**config.mk**
```make
export PLATFORM = sky130hd
export DESIGN_NAME = aes_round_ctrl
export DESIGN_NICKNAME = d
export VERILOG_FILES = /design/src/rtl/aes_round_ctrl.sv
export SDC_FILE = /design/constraint.sdc
export NUM_CORES = 1
export LEC_CHECK = 0
export CAP_MARGIN = 10
export CORE_MARGIN = 2
export CORE_UTILIZATION = 43
export CTS_CLUSTER_SIZE = 30
export DETAILED_ROUTE_END_ITERATION = 6
export PLACE_DENSITY = 0.86
export SYNTH_ARGS = -nofsm -noshare
export SYNTH_HDL_FRONTEND = slang
export SYNTH_SLANG_ARGS = --single-unit
```
**constraint.sdc**
```tcl
create_clock -name clk -period 1.9 [get_ports clk]
set_input_delay 0.475 -clock clk [delete_from_list [all_inputs] [get_ports clk]]
set_output_delay 0.475 -clock clk [all_outputs]
set_load 0.02 [all_outputs]
```
**src/rtl/aes_round_ctrl.sv**
```systemverilog
// ---------------------------------------------------------------------------
// aes_round_ctrl
//
// Round sequencer for an AES-128 encryption datapath. It accepts one block
// per valid/ready handshake and walks the cipher core through its rounds by
// issuing one-cycle capture strobes to the registered stages. It holds the
// finished ciphertext (out_valid) until the consumer accepts it.
//
// Schedule (T0 = accept cycle):
//   T1                  ARK0  (load + ark_start, round 0)
//   round r < ROUNDS    SB, SR, MC, ARK   (4 cycles)
//   round r = ROUNDS    SB, SR, ARK       (3 cycles, no MixColumns)
//   T(4*ROUNDS+1)       DONE  (out_valid held until out_ready)
//
// Ports
//   clk        rising-edge clock
//   reset_n    asynchronous active-low reset
//   in_valid   plaintext and key are present on the datapath inputs
//   in_ready   block accepted this cycle (IDLE, or DONE with out_ready)
//   out_valid  ciphertext in the ARK stage register is final
//   out_ready  consumer takes the ciphertext
//   flush      synchronous abort of the block in flight
//   load       state/key input mux selects plaintext and cipher key
//   sb_start, sr_start, mc_start, ark_start   stage capture strobes
//   key_start  key expansion computes the round key for `round`
//   round      current round number, 0..ROUNDS
//   rcon       round constant for `round` (0 in round 0, IDLE and DONE)
//   busy       a block is in flight
//   blk_cnt    completed blocks, saturating
// ---------------------------------------------------------------------------
module aes_round_ctrl #(
    parameter int ROUNDS = 10
) (
    input  logic        clk,
    input  logic        reset_n,
    input  logic        in_valid,
    output logic        in_ready,
    output logic        out_valid,
    input  logic        out_ready,
    input  logic        flush,
    output logic        load,
    output logic        sb_start,
    output logic        sr_start,
    output logic        mc_start,
    output logic        ark_start,
    output logic        key_start,
    output logic [3:0]  round,
    output logic [7:0]  rcon,
    output logic        busy,
    output logic [15:0] blk_cnt
);

    localparam logic [3:0] LAST_ROUND = 4'(ROUNDS);

    typedef enum logic [2:0] {
        IDLE = 3'd0,
        ARK0 = 3'd1,
        SB   = 3'd2,
        SR   = 3'd3,
        MC   = 3'd4,
        ARK  = 3'd5,
        DONE = 3'd6
    } state_t;

    state_t      state_reg,   state_next;
    logic [3:0]  round_reg,   round_next;
    logic [15:0] blk_cnt_reg, blk_cnt_next;

    // State register
    always_ff @(posedge clk or negedge reset_n) begin
        if (!reset_n) begin
            state_reg   <= IDLE;
            round_reg   <= 4'd0;
            blk_cnt_reg <= 16'd0;
        end else begin
            state_reg   <= state_next;
            round_reg   <= round_next;
            blk_cnt_reg <= blk_cnt_next;
        end
    end

    // Next-state logic and decoded outputs
    always_comb begin
        state_next   = state_reg;
        round_next   = round_reg;
        blk_cnt_next = blk_cnt_reg;
        in_ready     = 1'b0;
        out_valid    = 1'b0;
        busy         = 1'b0;
        load         = 1'b0;
        sb_start     = 1'b0;
        sr_start     = 1'b0;
        mc_start     = 1'b0;
        ark_start    = 1'b0;
        key_start    = 1'b0;

        case (state_reg)
            IDLE: begin
                // A flush in IDLE blocks acceptance for that cycle only.
                in_ready = !flush;
                if (in_valid && !flush) begin
                    state_next = ARK0;
                    round_next = 4'd0;
                end
            end
            ARK0: begin
                busy       = 1'b1;
                load       = 1'b1;
                ark_start  = 1'b1;
                state_next = SB;
                round_next = 4'd1;
            end
            SB: begin
                busy       = 1'b1;
                sb_start   = 1'b1;
                key_start  = 1'b1;
                state_next = SR;
            end
            SR: begin
                busy       = 1'b1;
                sr_start   = 1'b1;
                state_next = (round_reg == LAST_ROUND) ? ARK : MC;
            end
            MC: begin
                busy       = 1'b1;
                mc_start   = 1'b1;
                state_next = ARK;
            end
            ARK: begin
                busy      = 1'b1;
                ark_start = 1'b1;
                if (round_reg == LAST_ROUND) begin
                    state_next = DONE;
                    if (blk_cnt_reg != 16'hFFFF) begin
                        blk_cnt_next = blk_cnt_reg + 16'd1;
                    end
                end else begin
                    state_next = SB;
                    round_next = round_reg + 4'd1;
                end
            end
            DONE: begin
                out_valid = 1'b1;
                // A new block is only taken when the current one leaves.
                in_ready  = out_ready && !flush;
                if (out_ready) begin
                    state_next = in_valid ? ARK0 : IDLE;
                    round_next = 4'd0;
                end
            end
            default: begin
                state_next = IDLE;
                round_next = 4'd0;
            end
        endcase

        // Abort wins over every other transition, including the DONE
        // handshake; the completed-block count is left untouched.
        if (flush && state_reg != IDLE) begin
            state_next   = IDLE;
            round_next   = 4'd0;
            blk_cnt_next = blk_cnt_reg;
        end
    end

    // Round constant: only meaningful while a round is being computed.
    always_comb begin
        rcon = 8'h00;
        if (state_reg != IDLE && state_reg != DONE) begin
            case (round_reg)
                4'd1:    rcon = 8'h01;
                4'd2:    rcon = 8'h02;
                4'd3:    rcon = 8'h04;
                4'd4:    rcon = 8'h08;
                4'd5:    rcon = 8'h10;
                4'd6:    rcon = 8'h20;
                4'd7:    rcon = 8'h40;
                4'd8:    rcon = 8'h80;
                4'd9:    rcon = 8'h1B;
                4'd10:   rcon = 8'h36;
                default: rcon = 8'h00;
            endcase
        end
    end

    assign round   = round_reg;
    assign blk_cnt = blk_cnt_reg;

endmodule

```
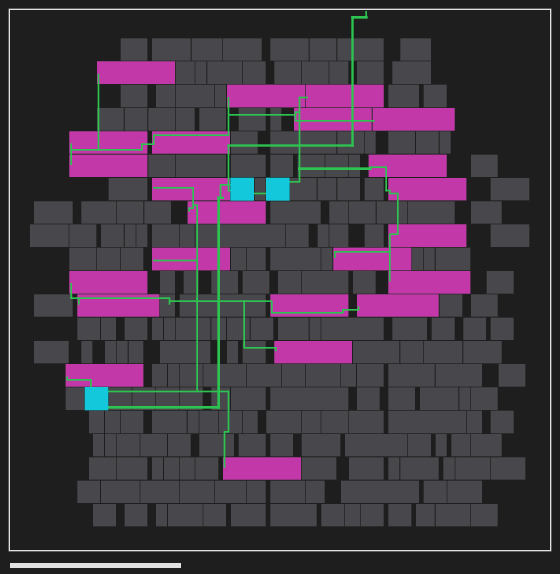
Figure 1: run 1, clock distribution.
The bar under the picture is 20 µm long.
cells driving clock nets -> cyan  # count 3
clock wires -> green  # length 301 µm
flip-flops -> magenta  # count 23
routed clock nets = 4
Worst Skew: 0.00708 ns
Clk pwr share: 11.2%

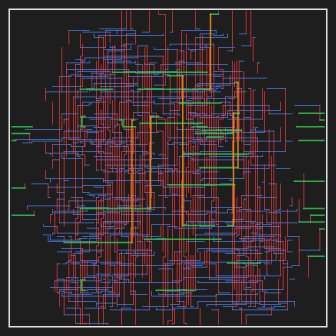
Figure 2: run 1, metal layers overlaid.
met3 -> green  # wire length 252 µm
met2 -> red  # wire length 2750 µm
met1 -> blue  # wire length 1990 µm
met4 -> orange  # wire length 127 µm
Wirelength per Cell: 17.6 µm
via count: 1585
drt total wl: 5.12 mm
GRT Total Usage: 20.9%

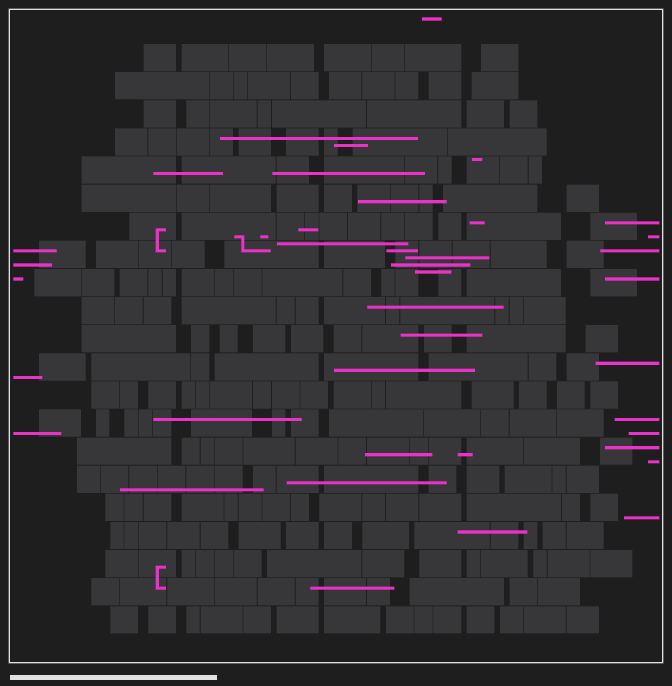
Figure 3: run 1, signal wires on met3.
The bar under the picture is 20 µm long. Cells faint in the background.
main direction = horizontal
wire length on this layer = 252 µm
met3 usage: 2.86%

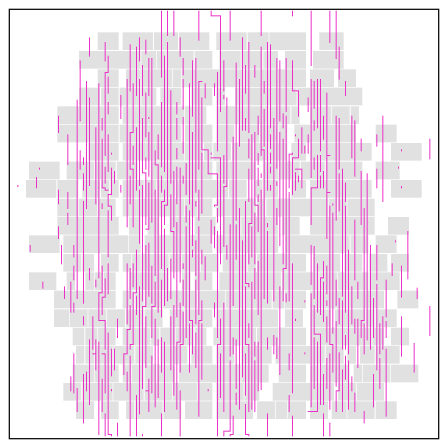
Figure 4: run 1, met2 routing.
Cells faint in the background.
share of all routed wire = 54%
nets with wire on the layer = 238
met2 GRT Util: 38.3%

==> metrics.csv, run 1 <==
stage,metric,value,unit
outcome,outcome,"complete, but fails checks",
outcome,failing checks,negative setup slack,
floorplanning,tap cell count,46,
setup_path,crit-path cells,inv_2 -> buf_12 -> ha_4 -> buf_6 -> nand3b_4 -> a21oi_2 -> buf_4,
global_route,vias in the first global route,1502,
detailed_routing,DRC violations left,0,
logic_synthesis,syn_nets,170,
timing,max-slew violations,0,
final_layout,Seq area share,22.4,%
clock_tree,clk sinks,23,
floorplanning,Die Y,63.1,µm
floorplanning,row count,21,
global_route,most used routing layer in global routing,met2,
final_layout,share of layout cells above drive strength 1,49.8,%
power_and_ir_drop,P_clk,0.000247,W
setup_path,Worst EP arrival,1.64,ns
job,tool warnings,33,
hold_path,worst min path class,input port to asynchronous set/reset pin,
timing,actual slew at the worst max-slew pin,0.403,ns
floorplanning,I/O pin total,42,
detailed_routing,DR top layer,met4,
placed_design,Area after DPL,2180,µm²
timing,Setup Viol. Count Final,22,
timing,Peak Freq,0.473,GHz
final_layout,NonClk Buf Share,31.9,%
setup_path,crit-path max FO,3,
logic_synthesis,Synth area leaders,"dfrtp_1 38%, ha_1 5.8%, xor2_1 5.8%",
power_and_ir_drop,Pwr Total,0.00220,W
timing,Fin Hold WS,0.478,ns
setup_path,Startpoint Class,flip-flop,
detailed_routing,Vias/cell,5.45,
placed_design,Cells after DPL,270,
logic_synthesis,Post-synth EDFFs,0,
power_and_ir_drop,peak supply drop,1.02,mV
final_layout,mi-comb count,119,
power_and_ir_drop,seq pwr,0.000562,W
power_and_ir_drop,leakage power,1.46,nW
clock_tree,Clock Tree Buf Depth,2,
logic_synthesis,Post-synth top cells,"23 x dfrtp_1, 21 x nor2_1, 12 x nand2_1, 10 x a21oi_1, 10 x xor2_1",
logic_synthesis,aoi share,10.6,%
final_layout,NumNets Final,258,
floorplanning,chip width,63.1,µm
placed_design,gpl congestion,0.783,
final_layout,Final clock-cell share,1.06,%
power_and_ir_drop,P_int,0.00130,W
power_and_ir_drop,switching part of the total power,41.0,%
detailed_routing,Pre-Repair DR Iteration Count,4,
detailed_routing,Antenna Nets Post-Route,0,
setup_path,CP Class,flip-flop to primary output,
placed_design,buffers added on ports,41,
final_layout,logic share of the area,41.1,%
final_layout,clock buffers,3,
final_layout,Logic inverters,9,
timing,setup tns final,-3.07,ns
power_and_ir_drop,switching pwr,0.000900,W
setup_path,CP Capture Type,primary output,
power_and_ir_drop,Pwr Density,847,nW/µm²
logic_synthesis,Main logic family,simple AND/OR/NAND/NOR gates,
final_layout,Leading cell kind,multi-input combinational cells,
logic_synthesis,Post-Synthesis Cells,158,
placed_design,dpl hpwl,2.50,mm
logic_synthesis,yosys stat chip area,1500,µm²
logic_synthesis,yosys xor share,8.17,%
logic_synthesis,Synth area leader,dfrtp_1,
clock_tree,clock buffer count from CTS,3,
logic_synthesis,Synth mux share,4.58,%
logic_synthesis,post-synthesis sequential area ratio,38.3,%
global_route,M1 GR Usage,24.1,%
final_layout,final core occ,77.7,%
setup_path,max incr delay on CP,0.44,ns
clock_tree,clock transition at the registers of the reported paths,0.14,ns
logic_synthesis,syn_area_per_cell,9.50,µm²
clock_tree,CTS Hold Bufs,0,
power_and_ir_drop,sequential share of power,25.6,%
clock_tree,CTS tree,yes,
final_layout,Commonest Layout Cell,buf_4,
logic_synthesis,"area fraction in and, or, nand and nor cells",27.5,%
final_layout,Signal buffers,90,
final_layout,fillers,188,
final_layout,Diodes inserted,0,
logic_synthesis,adder-cell area share of the yosys netlist,5.83,%
final_layout,Logic area,1070,µm²
logic_synthesis,Synth top area share,38.3,%
logic_synthesis,Synth async-reset ratio,100,%
logic_synthesis,main flop type,dfrtp_1,
power_and_ir_drop,Comb group,0.00139,W
placed_design,pre-CTS setup slack,-0.505,ns
setup_path,Crit. path cell count,7,
setup_path,Register-to-Register Path Depth,10,
timing,fin crit period,2.11,ns
detailed_routing,Initial DRC Count,54,
timing,setup ws final,-0.213,ns
floorplanning,die area,3980,µm²
global_route,first-pass GRT wire length,6.63,mm
clock_tree,Clock H-tree levels,1,
setup_path,Worst EP required,1.42,ns
job,maximum capacitance violations,0,
clock_tree,"Setup Fix Bufs, Post-CTS",10,
setup_path,Crit. Startpoint,round[0],
floorplanning,area of the core,3340,µm²
logic_synthesis,Post-synth regs,23,
## Run 2: what changed since run 1
--- a/config.mk
+++ b/config.mk
@@ -8,7 +8,6 @@
 export CAP_MARGIN = 10
 export CORE_MARGIN = 2
 export CORE_UTILIZATION = 43
-export CTS_CLUSTER_SIZE = 30
 export DETAILED_ROUTE_END_ITERATION = 6
 export PLACE_DENSITY = 0.86
 export SYNTH_ARGS = -nofsm -noshare
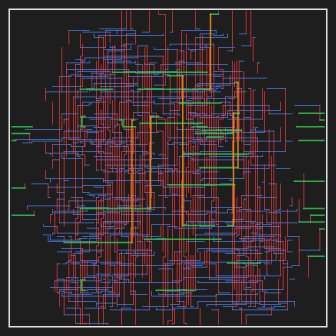
Figure 5: run 2, metal layers overlaid.
met2 -> red  # wire length 2750 µm
met1 -> blue  # wire length 1990 µm
met4 -> orange  # wire length 127 µm
met3 -> green  # wire length 252 µm

==> metrics.csv, run 2 <==
stage,metric,value,unit
setup_path,CP Capture Type,primary output,
job,tool warnings,33,
final_layout,logic share of the area,41.1,%
setup_path,CP Class,flip-flop to primary output,
placed_design,buffers added on ports,41,
hold_path,worst min path class,input port to asynchronous set/reset pin,
timing,Setup Viol. Count Final,22,
detailed_routing,Initial DRC Count,54,
floorplanning,chip width,63.1,µm
global_route,met3 usage,2.86,%
global_route,GRT Total Usage,20.9,%
detailed_routing,via count,1585,
power_and_ir_drop,switching part of the total power,41.0,%
global_route,M1 GR Usage,24.1,%
floorplanning,area of the core,3340,µm²
timing,setup ws final,-0.213,ns
job,maximum capacitance violations,0,
final_layout,fillers,188,
timing,Fin Hold WS,0.478,ns
power_and_ir_drop,Pwr Total,0.00220,W
outcome,outcome,"complete, but fails checks",
logic_synthesis,Post-synth EDFFs,0,
logic_synthesis,Post-Synthesis Cells,158,
setup_path,Crit. path cell count,7,
logic_synthesis,Post-synth regs,23,
final_layout,Signal buffers,90,
logic_synthesis,Synth top area share,38.3,%
final_layout,NonClk Buf Share,31.9,%
final_layout,mi-comb count,119,
logic_synthesis,Post-synth top cells,"23 x dfrtp_1, 21 x nor2_1, 12 x nand2_1, 10 x a21oi_1, 10 x xor2_1",
power_and_ir_drop,Pwr Density,847,nW/µm²
setup_path,crit-path cells,inv_2 -> buf_12 -> ha_4 -> buf_6 -> nand3b_4 -> a21oi_2 -> buf_4,
global_route,first-pass GRT wire length,6.63,mm
clock_tree,clk sinks,23,
floorplanning,tap cell count,46,
logic_synthesis,yosys stat chip area,1500,µm²
floorplanning,I/O pin total,42,
power_and_ir_drop,switching pwr,0.000900,W
logic_synthesis,yosys xor share,8.17,%
clock_tree,CTS Hold Bufs,0,
logic_synthesis,syn_area_per_cell,9.50,µm²
final_layout,Final clock-cell share,1.06,%
timing,actual slew at the worst max-slew pin,0.403,ns
placed_design,Area after DPL,2180,µm²
logic_synthesis,syn_nets,170,
placed_design,Cells after DPL,270,
logic_synthesis,Synth async-reset ratio,100,%
detailed_routing,DRC violations left,0,
setup_path,Startpoint Class,flip-flop,
timing,fin crit period,2.11,ns
placed_design,pre-CTS setup slack,-0.505,ns
logic_synthesis,Synth mux share,4.58,%
clock_tree,clock transition at the registers of the reported paths,0.14,ns
final_layout,Seq area share,22.4,%
setup_path,Crit. Startpoint,round[0],
setup_path,Register-to-Register Path Depth,10,
global_route,vias in the first global route,1502,
setup_path,Worst EP arrival,1.64,ns
final_layout,share of layout cells above drive strength 1,49.8,%
detailed_routing,drt total wl,5.12,mm
outcome,failing checks,negative setup slack,
detailed_routing,DR top layer,met4,
clock_tree,Clock H-tree levels,1,
final_layout,Logic area,1070,µm²
final_layout,Diodes inserted,0,
clock_tree,"Setup Fix Bufs, Post-CTS",10,
detailed_routing,Pre-Repair DR Iteration Count,4,
timing,Peak Freq,0.473,GHz
final_layout,Leading cell kind,multi-input combinational cells,
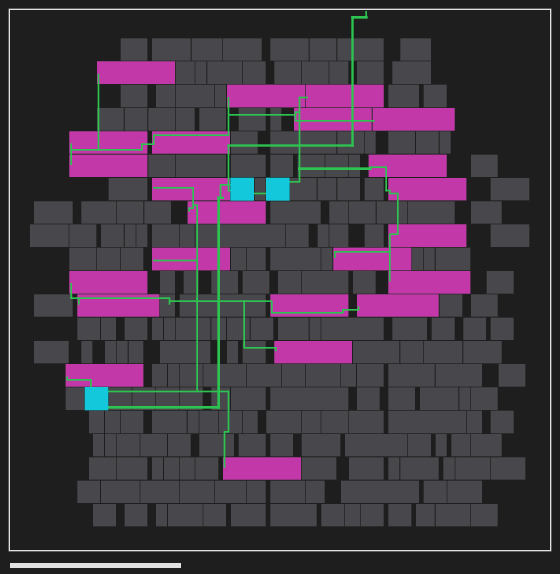
Figure 6: run 2, clock distribution.
The bar under the picture is 20 µm long.
clock wires -> green  # length 301 µm
cells driving clock nets -> cyan  # count 3
flip-flops -> magenta  # count 23
routed clock nets = 4
Latency at later pin: 0.33 ns
P_clk: 0.000247 W

## Run 3: what changed since run 2
--- a/config.mk
+++ b/config.mk
@@ -8,6 +8,7 @@
 export CAP_MARGIN = 10
 export CORE_MARGIN = 2
 export CORE_UTILIZATION = 43
+export CTS_CLUSTER_SIZE = 16
 export DETAILED_ROUTE_END_ITERATION = 6
 export PLACE_DENSITY = 0.86
 export SYNTH_ARGS = -nofsm -noshare
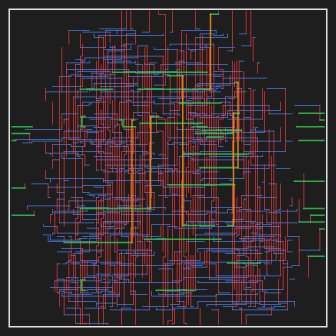
Figure 7: run 3, metal layers overlaid.
met3 -> green  # wire length 252 µm
met4 -> orange  # wire length 127 µm
met2 -> red  # wire length 2750 µm
met1 -> blue  # wire length 1990 µm

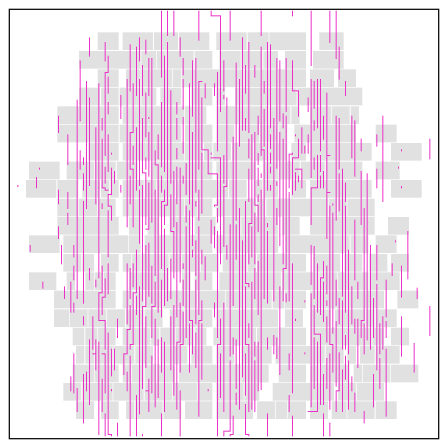
Figure 8: run 3, met2 routing.
Cells faint in the background.

==> metrics.csv, run 3 <==
stage,metric,value,unit
detailed_routing,DRC violations left,0,
global_route,GRT Total Usage,20.9,%
detailed_routing,Vias/cell,5.45,
power_and_ir_drop,Pwr Density,847,nW/µm²
power_and_ir_drop,Clk pwr share,11.2,%
logic_synthesis,Main logic family,simple AND/OR/NAND/NOR gates,
logic_synthesis,yosys xor share,8.17,%
global_route,met2 GRT Util,38.3,%
logic_synthesis,Synth top area share,38.3,%
clock_tree,CTS Hold Bufs,0,
job,tool warnings,33,
final_layout,NumNets Final,258,
timing,setup tns final,-3.07,ns
floorplanning,area of the core,3340,µm²
global_route,vias in the first global route,1502,
clock_tree,Latency at later pin,0.33,ns
clock_tree,clock transition at the registers of the reported paths,0.14,ns
logic_synthesis,"area fraction in and, or, nand and nor cells",27.5,%
floorplanning,tap cell count,46,
final_layout,share of layout cells above drive strength 1,49.8,%
job,maximum capacitance violations,0,
power_and_ir_drop,switching part of the total power,41.0,%
logic_synthesis,Synth async-reset ratio,100,%
timing,Peak Freq,0.473,GHz
detailed_routing,Wirelength per Cell,17.6,µm
hold_path,worst min path class,input port to asynchronous set/reset pin,
clock_tree,clock buffer count from CTS,3,
global_route,M1 GR Usage,24.1,%
final_layout,Final clock-cell share,1.06,%
power_and_ir_drop,sequential share of power,25.6,%
detailed_routing,drt total wl,5.12,mm
setup_path,Startpoint Class,flip-flop,
placed_design,Area after DPL,2180,µm²
outcome,outcome,"complete, but fails checks",
logic_synthesis,Post-Synthesis Cells,158,
timing,max-slew violations,0,
setup_path,CP Capture Type,primary output,
power_and_ir_drop,P_clk,0.000247,W
final_layout,logic share of the area,41.1,%
power_and_ir_drop,peak supply drop,1.02,mV
logic_synthesis,Synth area leader,dfrtp_1,
logic_synthesis,post-synthesis sequential area ratio,38.3,%
logic_synthesis,Post-synth regs,23,
logic_synthesis,Synth mux share,4.58,%
detailed_routing,Pre-Repair DR Iteration Count,4,
final_layout,NonClk Buf Share,31.9,%
final_layout,final core occ,77.7,%
setup_path,crit-path cells,inv_2 -> buf_12 -> ha_4 -> buf_6 -> nand3b_4 -> a21oi_2 -> buf_4,
timing,Worst Skew,0.00708,ns
setup_path,Register-to-Register Path Depth,10,
final_layout,mi-comb count,119,
placed_design,dpl hpwl,2.50,mm
timing,actual slew at the worst max-slew pin,0.403,ns
detailed_routing,Antenna Nets Post-Route,0,
timing,Setup Viol. Count Final,22,
logic_synthesis,adder-cell area share of the yosys netlist,5.83,%
floorplanning,I/O pin total,42,
floorplanning,Die Y,63.1,µm
logic_synthesis,syn_area_per_cell,9.50,µm²
final_layout,Diodes inserted,0,
floorplanning,die area,3980,µm²
floorplanning,row count,21,
outcome,failing checks,negative setup slack,
logic_synthesis,aoi share,10.6,%
setup_path,crit-path max FO,3,
final_layout,Commonest Layout Cell,buf_4,
setup_path,Crit. path cell count,7,
timing,fin crit period,2.11,ns
power_and_ir_drop,P_int,0.00130,W
logic_synthesis,Synth area leaders,"dfrtp_1 38%, ha_1 5.8%, xor2_1 5.8%",
logic_synthesis,main flop type,dfrtp_1,
logic_synthesis,Post-synth top cells,"23 x dfrtp_1, 21 x nor2_1, 12 x nand2_1, 10 x a21oi_1, 10 x xor2_1",
placed_design,buffers added on ports,41,
power_and_ir_drop,seq pwr,0.000562,W
detailed_routing,Initial DRC Count,54,
power_and_ir_drop,Comb group,0.00139,W
timing,Fin Hold WS,0.478,ns
detailed_routing,DR top layer,met4,
logic_synthesis,Post-synth EDFFs,0,
final_layout,Seq area share,22.4,%
power_and_ir_drop,leakage power,1.46,nW
floorplanning,Starting Density,45.0,%
detailed_routing,via count,1585,
global_route,most used routing layer in global routing,met2,
final_layout,Logic area,1070,µm²
setup_path,max incr delay on CP,0.44,ns
setup_path,CP Class,flip-flop to primary output,
final_layout,Leading cell kind,multi-input combinational cells,
setup_path,Worst EP required,1.42,ns
clock_tree,Clock Tree Buf Depth,2,
timing,setup ws final,-0.213,ns
floorplanning,chip width,63.1,µm
Power is estimated from default activity; no workload was simulated.
